$ cat src/rtl/disp_fetch_pkg.sv
// Shared definitions for the display line-FIFO fetch arbiter: FSM encoding,
// default widths and the 1024x640 frame size.
package disp_fetch_pkg;

   localparam int DEF_ADDR_W = 24;
   localparam int DEF_LVL_W  = 11;
   localparam int DEF_LEN_W  = 8;
   localparam int REM_W      = 24;

   localparam int FRAME_WORDS_1024X640 = 1024 * 640;

   typedef enum logic [2:0] {
      IDLE,
      ARB,
      REQ,
      WAIT,
      DRAIN
   } fetch_state_t;

endpackage

$ cat src/rtl/disp_fetch_layer_ctr.sv
// Per-layer frame address / remaining-word counters and fetch eligibility.
// The active flag latches layer_en at frame start and drops for the rest of the frame once the layer is disabled.
module disp_fetch_layer_ctr
   import disp_fetch_pkg::*;
#(
   parameter int ADDR_W      = DEF_ADDR_W,
   parameter int LVL_W       = DEF_LVL_W,
   parameter int LEN_W       = DEF_LEN_W,
   parameter int FIFO_DEPTH  = 1024,
   parameter int BURST_LEN   = 64,
   parameter int FRAME_WORDS = FRAME_WORDS_1024X640
) (
   input  logic              clk,
   input  logic              rst_n,
   input  logic              load,
   input  logic              advance,
   input  logic              enable,
   input  logic [ADDR_W-1:0] base_addr,
   input  logic [LEN_W-1:0]  adv_len,
   input  logic [LVL_W-1:0]  fifo_level,
   output logic [ADDR_W-1:0] addr,
   output logic [LEN_W-1:0]  burst_len,
   output logic              done,
   output logic              eligible
);

   localparam logic [LVL_W-1:0] LVL_MAX   = LVL_W'(FIFO_DEPTH - BURST_LEN);
   localparam logic [REM_W-1:0] REM_INIT  = REM_W'(FRAME_WORDS);
   localparam logic [REM_W-1:0] REM_BURST = REM_W'(BURST_LEN);

   logic [REM_W-1:0] rem;
   logic             active;

   always_ff @(posedge clk or negedge rst_n) begin
      if (!rst_n) begin
         addr   <= '0;
         rem    <= '0;
         active <= 1'b0;
      end else if (load) begin
         addr   <= base_addr;
         rem    <= REM_INIT;
         active <= enable;
      end else begin
         if (advance) begin
            addr <= addr + ADDR_W'(adv_len);
            rem  <= rem - REM_W'(adv_len);
         end
         if (!enable) active <= 1'b0;
      end
   end

   assign done      = !active || (rem == '0);
   assign eligible  = active && enable && (rem != '0) && (fifo_level <= LVL_MAX);
   assign burst_len = (rem >= REM_BURST) ? LEN_W'(BURST_LEN) : rem[LEN_W-1:0];

endmodule

$ cat src/rtl/disp_fetch_arbiter.sv
// Round-robin burst fetch scheduler for the two display layer FIFOs.
// Define DISP_FETCH_STARVE_PRIO_EN to give layers below LOW_WATER strict priority.
//
// state | meaning
// IDLE  | frame fetched (or after reset), waiting for frame sync
// ARB   | pick the next eligible layer, or finish the frame
// REQ   | burst request held until rd_gnt
// WAIT  | burst in flight, waiting for rd_done
// DRAIN | restart deferred by an in-flight burst: reload and flush
module disp_fetch_arbiter
   import disp_fetch_pkg::*;
#(
   parameter int ADDR_W       = DEF_ADDR_W,
   parameter int LVL_W        = DEF_LVL_W,
   parameter int FIFO_DEPTH   = 1024,
   parameter int BURST_LEN    = 64,
   parameter int LEN_W        = DEF_LEN_W,
   parameter int FRAME_WORDS0 = FRAME_WORDS_1024X640,
   parameter int FRAME_WORDS1 = FRAME_WORDS_1024X640,
   parameter int LOW_WATER    = 128
) (
   input  logic              clk,
   input  logic              rst_n,
   input  logic              frame_vs,
   input  logic [1:0]        layer_en,
   input  logic [ADDR_W-1:0] base_addr0,
   input  logic [ADDR_W-1:0] base_addr1,
   input  logic [LVL_W-1:0]  fifo_level0,
   input  logic [LVL_W-1:0]  fifo_level1,
   output logic [1:0]        fifo_flush,
   output logic              rd_req,
   output logic [ADDR_W-1:0] rd_addr,
   output logic [LEN_W-1:0]  rd_len,
   output logic              rd_layer,
   input  logic              rd_gnt,
   input  logic              rd_done,
   output logic              frame_done
);

   if (BURST_LEN > FIFO_DEPTH / 2 || BURST_LEN >= (1 << LEN_W) || LOW_WATER > FIFO_DEPTH) begin : g_bad_cfg
      $error("disp_fetch_arbiter: inconsistent BURST_LEN / LEN_W / LOW_WATER");
   end

   fetch_state_t      state;
   logic              vs_d;
   logic              last_grant;
   logic              pending_restart;
   logic              frame_start;
   logic              load;
   logic              gnt_taken;
   logic              grant_sel;
   logic [1:0]        elig;
   logic              done0, done1;
   logic [ADDR_W-1:0] addr0, addr1;
   logic [LEN_W-1:0]  blen0, blen1;

   assign frame_start = frame_vs & ~vs_d;
   assign load        = (frame_start && (state == IDLE || state == ARB)) || (state == DRAIN);
   assign gnt_taken   = (state == REQ) && rd_req && rd_gnt;

   disp_fetch_layer_ctr #(
      .ADDR_W(ADDR_W), .LVL_W(LVL_W), .LEN_W(LEN_W), .FIFO_DEPTH(FIFO_DEPTH),
      .BURST_LEN(BURST_LEN), .FRAME_WORDS(FRAME_WORDS0)
   ) u_layer0 (
      .clk(clk), .rst_n(rst_n), .load(load), .advance(gnt_taken && !rd_layer),
      .enable(layer_en[0]), .base_addr(base_addr0), .adv_len(rd_len),
      .fifo_level(fifo_level0), .addr(addr0), .burst_len(blen0), .done(done0),
      .eligible(elig[0])
   );

   disp_fetch_layer_ctr #(
      .ADDR_W(ADDR_W), .LVL_W(LVL_W), .LEN_W(LEN_W), .FIFO_DEPTH(FIFO_DEPTH),
      .BURST_LEN(BURST_LEN), .FRAME_WORDS(FRAME_WORDS1)
   ) u_layer1 (
      .clk(clk), .rst_n(rst_n), .load(load), .advance(gnt_taken && rd_layer),
      .enable(layer_en[1]), .base_addr(base_addr1), .adv_len(rd_len),
      .fifo_level(fifo_level1), .addr(addr1), .burst_len(blen1), .done(done1),
      .eligible(elig[1])
   );

`ifdef DISP_FETCH_STARVE_PRIO_EN
   localparam logic [LVL_W-1:0] LOW_LVL = LVL_W'(LOW_WATER);
   logic [1:0] starve;
   assign starve = elig & {fifo_level1 < LOW_LVL, fifo_level0 < LOW_LVL};
`endif

   // With a single eligible layer elig[1] already names it.
   always_comb begin
      grant_sel = elig[1];
      if (&elig) grant_sel = ~last_grant;
`ifdef DISP_FETCH_STARVE_PRIO_EN
      if (starve[0])      grant_sel = 1'b0;
      else if (starve[1]) grant_sel = 1'b1;
`endif
   end

   always_ff @(posedge clk or negedge rst_n) begin
      if (!rst_n) begin
         state           <= IDLE;
         vs_d            <= 1'b0;
         last_grant      <= 1'b1;
         pending_restart <= 1'b0;
         fifo_flush      <= 2'b00;
         rd_req          <= 1'b0;
         rd_addr         <= '0;
         rd_len          <= '0;
         rd_layer        <= 1'b0;
         frame_done      <= 1'b0;
      end else begin
         vs_d       <= frame_vs;
         fifo_flush <= 2'b00;
         case (state)
            IDLE: begin
               if (frame_start) begin
                  fifo_flush <= 2'b11;
                  frame_done <= 1'b0;
                  state      <= ARB;
               end
            end
            ARB: begin
               if (frame_start) begin
                  fifo_flush <= 2'b11;
                  frame_done <= 1'b0;
               end else if (|elig) begin
                  rd_layer <= grant_sel;
                  rd_addr  <= grant_sel ? addr1 : addr0;
                  rd_len   <= grant_sel ? blen1 : blen0;
                  state    <= REQ;
               end else if (done0 && done1) begin
                  frame_done <= 1'b1;
                  state      <= IDLE;
               end
            end
            REQ: begin
               if (frame_start) pending_restart <= 1'b1;
               if (rd_req && rd_gnt) begin
                  rd_req     <= 1'b0;
                  last_grant <= rd_layer;
                  state      <= WAIT;
               end else begin
                  rd_req <= 1'b1;
               end
            end
            WAIT: begin
               if (frame_start) pending_restart <= 1'b1;
               if (rd_done) state <= (pending_restart || frame_start) ? DRAIN : ARB;
            end
            DRAIN: begin
               fifo_flush      <= 2'b11;
               frame_done      <= 1'b0;
               pending_restart <= 1'b0;
               state           <= ARB;
            end
            default: state <= IDLE;
         endcase
      end
   end

endmodule

$ cat config.mk
export PLATFORM = sky130hd
export DESIGN_NAME = disp_fetch_arbiter
export DESIGN_NICKNAME = d
export VERILOG_FILES = /design/src/rtl/disp_fetch_pkg.sv /design/src/rtl/disp_fetch_layer_ctr.sv /design/src/rtl/disp_fetch_arbiter.sv
export SDC_FILE = /design/constraint.sdc
export NUM_CORES = 1
export LEC_CHECK = 0
export CAP_MARGIN = 20
export CORE_ASPECT_RATIO = 0.8
export CORE_MARGIN = 5
export CORE_UTILIZATION = 60
export DETAILED_ROUTE_END_ITERATION = 6
export DONT_BUFFER_PORTS = 1
export GPL_TIMING_DRIVEN = 1
export MAX_ROUTING_LAYER = met4
export PLACE_DENSITY = 0.76
export SLEW_MARGIN = 5
export SYNTH_ARGS = -nofsm -noshare
export SYNTH_HDL_FRONTEND = slang
export SYNTH_SLANG_ARGS = --single-unit
$ cat constraint.sdc
create_clock -name clk -period 6.9 [get_ports clk]
set_clock_uncertainty 0.05 [all_clocks]
set_input_delay 0.69 -clock clk [delete_from_list [all_inputs] [get_ports clk]]
set_output_delay 0.69 -clock clk [all_outputs]
set_load 0.05 [all_outputs]
==> impl_metrics.toml <==
# yosys + openroad results
[cts]
ctsLongestPathBuffers = 2
clk_pin_slew_ns = 0.07
post_cts_buffers = 0
clock-sinks = 140
clkLatencyLatePin_ns = 0.44

[detailed_routing]
drt_iter0_markers = 685
wirelength_mm = 22.36
vias = 7018

[global_route]
grt-ovfl-total = 0
antenna_found_initial = 0
grt_pass1_wl_mm = 36.03
grt_pass1_vias = 6895
grt_max_degree = 140

[floorplan]
die_w_um = 140.4
io_pins = 114

[logic_synthesis]
logic_family = "simple AND/OR/NAND/NOR gates"
mux_share_pct = 3.953
adder_share_pct = 5.883
ys_cells = 898
syn-instance-count = 898
most_common_cell = "dfrtp_1"
ys_seq_share_pct = 42.91
ys_chip_area_um2 = 8167
edf_count = 0
syn_area_um2 = 8167
yosys-top-cells-area = "dfrtp_1 (43%), nand2_1 (5.7%), ha_1 (4.9%)"
yosysWarnings = 0
synth.net_count = 1011
avgSynthCellArea_um2 = 9.094
synth-async-reset-ratio_pct = 100.0
simple_gate_area_share_pct = 20.48
top_area_share_pct = 42.59

[setup_path]
worst-setup-path-type = "flip-flop to flip-flop"
crit_start = "rd_len[1]"
crit_buf_inv = 1
worstPathRequired_ns = 7.14
crit_cells = 9
timing.rr.end = "u_layer0.rem[18]"
r2r-start = "rd_len[1]"
critPathMostFrequentCell = "nor2_1"
crit_chain = "inv_1, fa_1, a21oi_1, nor2_1, o311ai_0, nand3_1, nor3_1, xnor2_1, nor2_1"
cp_slowest_stage_delay_ns = 0.75
critical-path-slowest-cell = "dfrtp_1"

[power]
peakVddDrop_uv = 273.7
powerComb_uw = 862
powerClk_mw = 1.07
power_top_consumer = "registers"
pwr-share-clk_pct = 30.4
switchingPower_mw = 1.433

[worst_hold_path]
hold_class = "input port to async pin"

[timing]
max_freq_ghz = 0.2756
hold_viol_final = 0
period_used_pct = 52.59
setup_tns_ns = 0
slew_headroom_pct = 25.93
holdWs_ns = 0.03958
finalCriticalPeriod_ns = 3.629
tightest_slew_ns = 1.111

[placed_design]
port_buffers = 0
place_hpwl_mm = 15.40
dp.cells = 1048

[run]
drv_cap = 0

[layout]
diodes = 0
mostFrequentLayoutCells = "dfrtp_1 (139), nand2_1 (124), nor2_1 (81), o21ai_0 (72), nor3_1 (34)"
final_cell_count_no_fill = 1082
layout.cells.most_common = "dfrtp_1"

[outcome]
run_status = "finished clean"
## routing by layer
metal	wire length, um	track usage (%)	vias to the layer above	part of all wire (%)
met1	10230	41.51	3400	46
met3	2172	7.808	48	9.7
li1	-	-	3218	-
met5	0	-	-	0
met4	500	9.425	0	2.2
met2	9462	41.29	352	42
## layout make-up
class	count	area, um^2	area share (%)
Multi-Input combinational cell	686	4369	48.53
Timing Repair Buffer	10	98.84	1.098
Clock inverter	14	239.0	2.654
Clock buffer	18	439.2	4.878
Sequential cell	140	3505	38.92
Tap cell	180	225.2	2.501
Inverter	34	127.6	1.417
Cells coloured by class:
Fill, decap, tap and diode cells in grey.
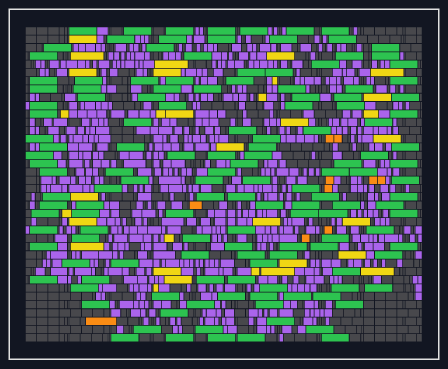
all other logic -> purple  # cells 720, share of their area 51%
flip-flops -> green  # cells 140, share of their area 40%
other buffers and delay cells -> orange  # cells 10, share of their area 1.1%
clock drivers and dummy loads -> yellow  # cells 32, share of their area 7.7%

I/O nets highlighted:
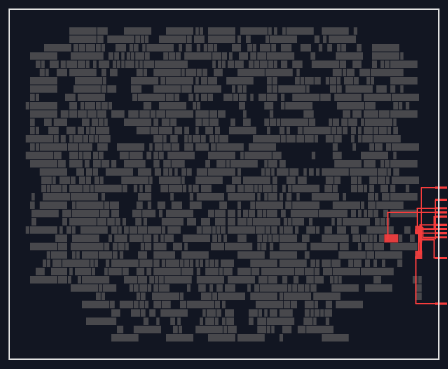
`fifo_level0` -> red  # direction input, end cells 4, buffers 0, wire 173 um

Placement view:
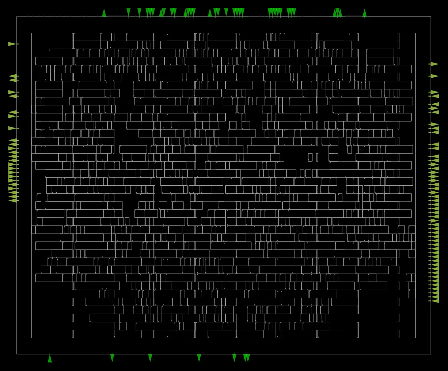
core box area: 13460 um^2
post-layout util: 66.91%
Seq cells: 140
fillers: 1067
Rows: 38

Power is estimated from default activity; no workload was simulated.
